==> config.mk <==
export PLATFORM = sky130hd
export DESIGN_NAME = instr_fetch_stage
export DESIGN_NICKNAME = d
export VERILOG_FILES = /design/src/rtl/instr_fetch_stage.sv
export SDC_FILE = /design/constraint.sdc
export NUM_CORES = 1
export LEC_CHECK = 0
export CAP_MARGIN = 30
export CORE_ASPECT_RATIO = 0.6
export CORE_MARGIN = 4
export CORE_UTILIZATION = 37
export DETAILED_ROUTE_END_ITERATION = 7
export PLACE_DENSITY_LB_ADDON = 0.12
export RECOVER_POWER = 50
export SLEW_MARGIN = 25
export SYNTH_ARGS = -nofsm -noshare
export SYNTH_HDL_FRONTEND = slang
export SYNTH_SLANG_ARGS = --single-unit
==> constraint.sdc <==
create_clock -name clk -period 2.7 [get_ports clk]
set_clock_uncertainty 0.1 [all_clocks]
set_input_delay 0.405 -clock clk [delete_from_list [all_inputs] [get_ports clk]]
set_output_delay 0.405 -clock clk [all_outputs]
set_load 0.005 [all_outputs]
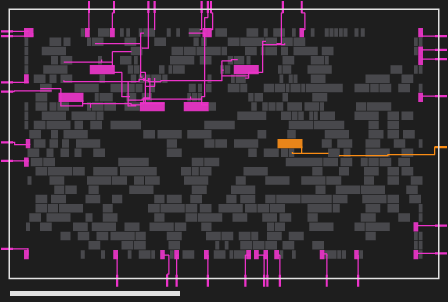
Fig. 1. Nets reached from selected ports (run 1).
Bar = 50 um.
Orange shows if_valid, direction output, end cells 1, buffers 1, wire 44.3 um. Magenta shows imem_addr, direction output, end cells 32, buffers 5, wire 504 um.
I/O pin cnt: 200
I/O Buffers: 93

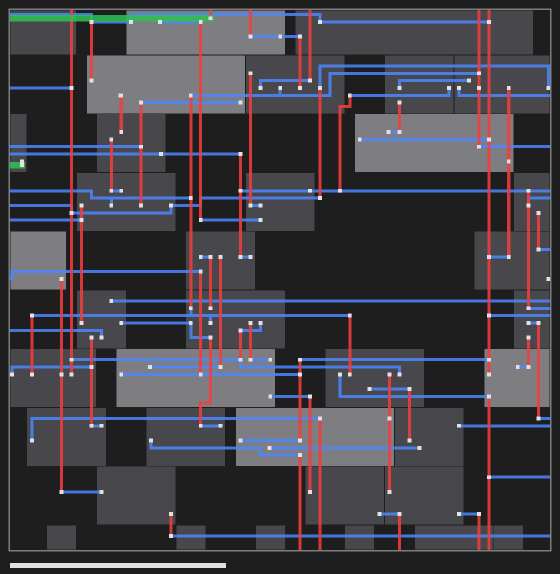
Fig. 2. Zoomed window (run 1).
Bar = 10 um. Window x 19 to 44, y 7 to 32 um. Cells in gray, sequential cells in the stronger gray; small squares are vias.
Green shows M3. Red shows M2. Blue shows M1.
Most frequent: nor2b_2 (7), a22oi_2 (6), dfxtp_1 (5). Sequential cells in the window: 5. 27 logic cells have their middle in the window.

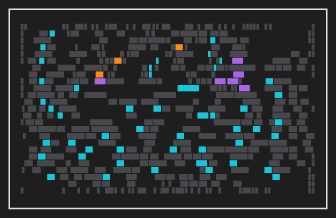
Fig. 3. Gate families picked out (run 1).
Orange shows xor and xnor cells, cells 3, most used xor2_1. Cyan shows nor cells, cells 48, most used nor2b_2. Purple shows fa/ha/maj cells, cells 6, most used ha_1.
most used logic cell in the final layout: conb_1
multi-input gate share of total cell area: 0.4037

==> flow_summary.ini, run 1 <==
; yosys + openroad results
[floorplanning]
rows = 25
chipArea_mm2 = 0.009908
die_w_um = 125.9
core_area_mm2 = 0.007976
fp_util = 0.3867
die_y_um = 78.72

[timing]
relSlewSlack = 0.4683
rsz0062_at_grt = false
whs_ns = 0.3642
setup_viol = 0
slew_viol_final = 0

[cells_and_area]
largest_register_ffs = 32
fin_nets = 477
syn2layout_area_growth_pct = 30.14
fin_util = 0.5032

[drt]
drt_iter0_markers = 69
drc = 0
wl_um = 7376
vias_per_cell = 4.423
drt-pass1-iter-count = 4

[power_and_ir_drop]
power_combinational_uw = 653
power_density_mw_per_mm2 = 616.6
p_leak_uw = 0.001664
intPower_uw = 1765
clock_power_uw = 917
ir_worst_vdd_mv = 0.3068
p_switching_uw = 709.8

[job]
warning_count = 55
maxCapViolations = 0

[clock_tree]
root_buffer = clkbuf_16
cts_resized = 0
cts_buffers = 5
cts.sinks = 52
htree_levels = 2
postCtsHoldBufs = 0
insertion_delay_ns = 0.29
cts_post_setup_buffers_inserted = 0
cts_tree = yes

[synth]
synth_chip_area_mm2 = 0.003084
simple_gate_share = 0.1765
ys_sh_aoi = 0.1911
ys_sh_xor = 0.008519
synth.distinct_cells = 37
postSynthSeqShare = 0.3375
synthTopLogicFamily = buffers and inverters
netlist_area_mm2 = 0.003084
ys_ff = 52

[global_route]
track_usage = 0.1404
grt_pass1_wl_um = 11210
grt_overflow = 0
antenna_found_initial = 0

[placement]
dp_slack_ns = 0.2736
dp_hpwl_um = 5623
post-place-cells = 503

[worst_hold_path]
hold_depth = 1

[setup_path]
arrival_ns = 2.21

[outcome]
status = completed
run 1: per-layer routing:
metal  share of wire  wire length [um]  up-vias  track usage
met5               0                 0        -            0
met4          0.0065                48        0      0.02891
met3           0.090               667        4      0.04772
met2            0.43              3157       89       0.2116
met1            0.47              3503     1068       0.1960
li1                -                 -     1099            -
run 1: cell type report:
type                            count  area (um2)
Timing Repair Buffer              100       987.2
Tap cell                          108       135.1
Fill cell                         788        3963
Multi-Input combinational cell    239        1620
Inverter                            4       15.01
Clock inverter                      3       90.09
Sequential cell                    52        1041
Clock buffer                        5       125.1
run 1: Yosys cell counts:
cell       instances  area share
buf_4             81        0.20
dfxtp_1           52        0.34
a22oi_2           29        0.12
nor2b_2           29       0.082
nand2_1           12       0.015
nand4_1           11       0.022
nor2b_1           10       0.020
clkbuf_1           8      0.0097
mux2i_1            7       0.023
o21ai_1            7       0.011
ha_1               6       0.024
nand3_1            6      0.0097
nor2_1             6      0.0073
a21oi_1            5      0.0081
buf_2              5      0.0081
o21ai_0            5      0.0081
buf_6              4       0.015
inv_1              4      0.0049
o211a_1            4       0.013
a22oi_1            3      0.0073
nor4_2             2      0.0081
xor2_1             2      0.0057
a2111oi_0          1      0.0028
a221oi_1           1      0.0028
a31o_1             1      0.0028
a31oi_1            1      0.0020
and2_1             1      0.0020
and3_1             1      0.0020
conb_1             1      0.0012
mux2_2             1      0.0037
nor4b_4            1      0.0077
o21a_1             1      0.0024
o221a_1            1      0.0037
o22a_1             1      0.0028
o311a_1            1      0.0032
o41ai_1            1      0.0028
xnor2_1            1      0.0028
run 1: worst max-delay path, stage by stage:
cell and delay [ns]:
clkdlybuf4s50_1 0.50, nand4_1 0.20, nor4_2 0.41, nand4_1 0.18
buf_4 0.20, and2_1 0.18, mux2i_1 0.13
Fig. 4: run 1, where the registers sit
Bar = 50 um. Other sequential cells in the stronger gray, the rest of the logic in the fainter gray.
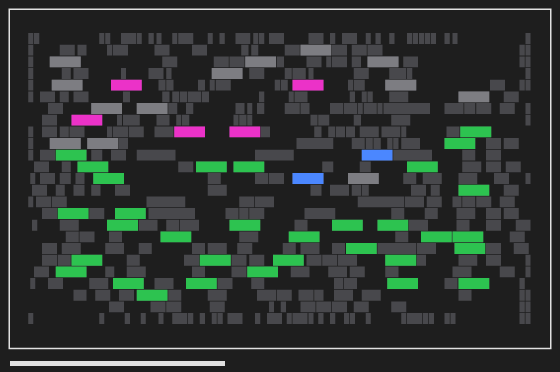

==> run 2: changes to the inputs <==
--- a/config.mk
+++ b/config.mk
@@ -8,7 +8,7 @@
 export CAP_MARGIN = 30
 export CORE_ASPECT_RATIO = 0.6
 export CORE_MARGIN = 4
-export CORE_UTILIZATION = 37
+export CORE_UTILIZATION = 33
 export DETAILED_ROUTE_END_ITERATION = 7
 export PLACE_DENSITY_LB_ADDON = 0.12
 export RECOVER_POWER = 50
==> constraint.sdc (replaced) <==
create_clock -name clk -period 1.72 [get_ports clk]
set_clock_uncertainty 0.1 [all_clocks]
set_input_delay 0.258 -clock clk [delete_from_list [all_inputs] [get_ports clk]]
set_output_delay 0.258 -clock clk [all_outputs]
set_load 0.005 [all_outputs]
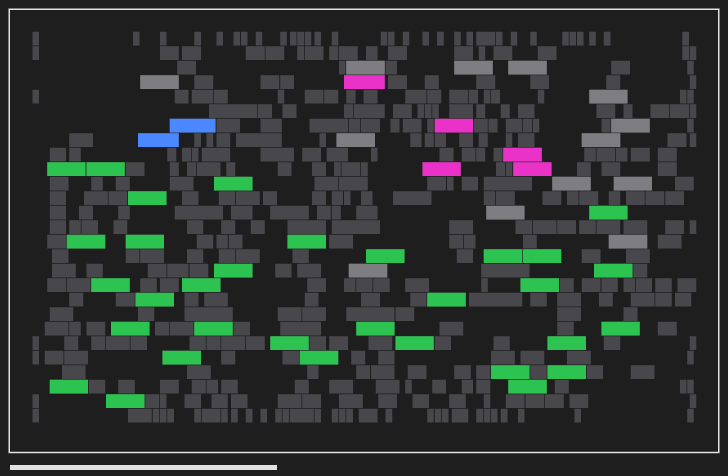
Fig. 5. Where the registers sit (run 2).
Bar = 50 um. Other sequential cells in the stronger gray, the rest of the logic in the fainter gray.
Magenta shows imem_addr, flops 5. Green shows if_instr, flops 32. Blue shows state, flops 2.
FF/Latch Area: 0.001047 mm2
seq pwr: 1410 uW

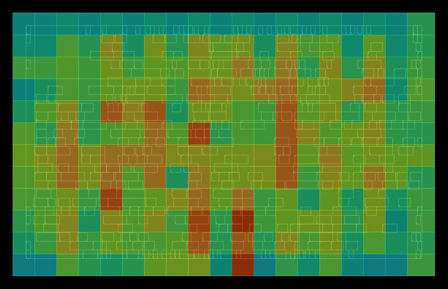
Fig. 6. Track usage over the die (run 2).
share of the core filled with cells: 0.4956
met3 usage: 0.05206
WL per Instance: 13.72 um

==> run 2 against run 1 <==
Effect of this change:
- the flow now finishes with violations (setup timing)
- area after synthesis did not move
- core utilization fell by 0.77 points
- clock power rose by 8.8%
- global-route usage barely moved
- synthesized cell count did not move
- cell count rose by 14%
- worst hold slack got worse by 0.19 ns
- sequential share of layout area fell by 2.9 points
- register-to-register slack got worse by 0.65 ns
- largest cell class unchanged
==> flow_summary.ini, run 2 <==
; yosys + openroad results
[clock_tree]
root_buffer = clkbuf_16
cts_tree = yes
cts.sinks = 52
postCtsHoldBufs = 0
cts_buffers = 5
insertion_delay_ns = 0.29

[setup_path]
cpMaxStageDelayCell = dfxtp_4
arrival_ns = 1.90
worst_path_most_repeated_cell = buf_6

[synth]
ys_sh_xor = 0.008519
netlist_area_mm2 = 0.003084
synth.distinct_cells = 37
top_cell_area_share = 0.3375
synth-async-reset-ratio = 0
synthTopLogicFamily = buffers and inverters
synth.most_common_cell = buf_4
top_cells_by_count = buf_4, dfxtp_1, a22oi_2, nor2b_2, nand2_1
edf_count = 0
postSynthSeqShare = 0.3375
topCellsByArea = dfxtp_1, buf_4, a22oi_2
simple_gate_share = 0.1765
ys_sh_aoi = 0.1911
avgSynthCellArea_um2 = 9.854
yosysTopAreaCell = dfxtp_1

[power_and_ir_drop]
p_leak_uw = 0.001916
power_density_mw_per_mm2 = 847.7
ir_worst_vdd_mv = 0.4185

[drt]
drt-pass1-iter-count = 4
wl_um = 8027
vias_per_cell = 4.221
drc = 0
drt_iter0_markers = 97

[placement]
io_buffers = 93
post-place-cells = 569
dp_slack_ns = -0.4648

[global_route]
grt_overflow = 0
use_met1 = 0.1959
grt_pass1_wl_um = 12540
track_usage = 0.1399
grt_start_max_net_pins = 28
antenna_found_initial = 2
busiest_layer = met2
use_met2 = 0.2053

[job]
warning_count = 58
maxCapViolations = 0

[timing]
slew_viol_final = 0
whs_ns = 0.1730
setup_viol = 33
worst_slack_ns = -0.04727
rsz0062_at_grt = true

[cells_and_area]
logic_area_mm2 = 0.001692
lay_top_count = conb_1
fin_nets = 528
num-fill-cells = 893
final_cells = 585

[floorplanning]
fp_util = 0.3369
io_pins = 200
chipArea_mm2 = 0.01101
die_w_um = 132.8
core_area_mm2 = 0.009155
die_y_um = 82.89

[outcome]
violations = setup timing
status = finished, violations left

[worst_hold_path]
hold_depth = 2
[run 2: cell counts after synthesis]
Identical to the previous run, type by type.
[run 2: power breakdown]
group          leakage, uW  total, uW  switching, uW  internal [uW]
registers         0.000422       1410           85.9           1320
clock network    0.0000671        998            454            543
logic              0.00143       1440            671            772
[run 2: timing repair]
action | 4_1_cts | 5_1_grt
endpoints found under the setup margin | 42 | 42
gates resized | 30 | 23
setup buffers | 3 | 2
pin swaps | 8 | 7
cloned | 2 | 1
[run 2: area by class of cell]
| type | instances | share of cell area |
|---|---|---|
| sequential | 52 | 0.2308 |
| tap | 130 | 0.03585 |
| clock buffer | 6 | 0.02841 |
| timing repair buffer | 151 | 0.3246 |
| multi-input combinational | 239 | 0.3729 |
| clock inverter | 2 | 0.003585 |
| inverter | 4 | 0.003309 |
| antenna | 1 | 0.0005516 |
[run 2: critical path: cells and delay by family, from the launching register on]
kind,cells,cell delay (ns)
AND/OR/NAND/NOR,2,0.32
buffers and inverters,3,0.49
adder cells (fa/ha/maj),1,0.16
AND-OR/OR-AND,2,0.28
flip-flops,1,0.35
[run 2: kinds of logic after synthesis]
| kind of cell | count (synthesis) |
|---|---|
| buffers and inverters | 102 |
| AND/OR/NAND/NOR | 79 |
| AND-OR/OR-AND | 62 |
| flip-flops | 52 |
| multiplexers | 8 |
| adder cells (fa/ha/maj) | 6 |
| XOR/XNOR | 3 |
| other | 1 |
[run 2: routing by layer]
| metal | vias to the layer above | wire length, um |
|---|---|---|
| li1 | 1208 | - |
| met1 | 1169 | 3876 |
| met2 | 79 | 3488 |
| met4 | 2 | 65 |
| met5 | - | 8 |
| met3 | 11 | 588 |
Power is estimated from default activity; no workload was simulated.
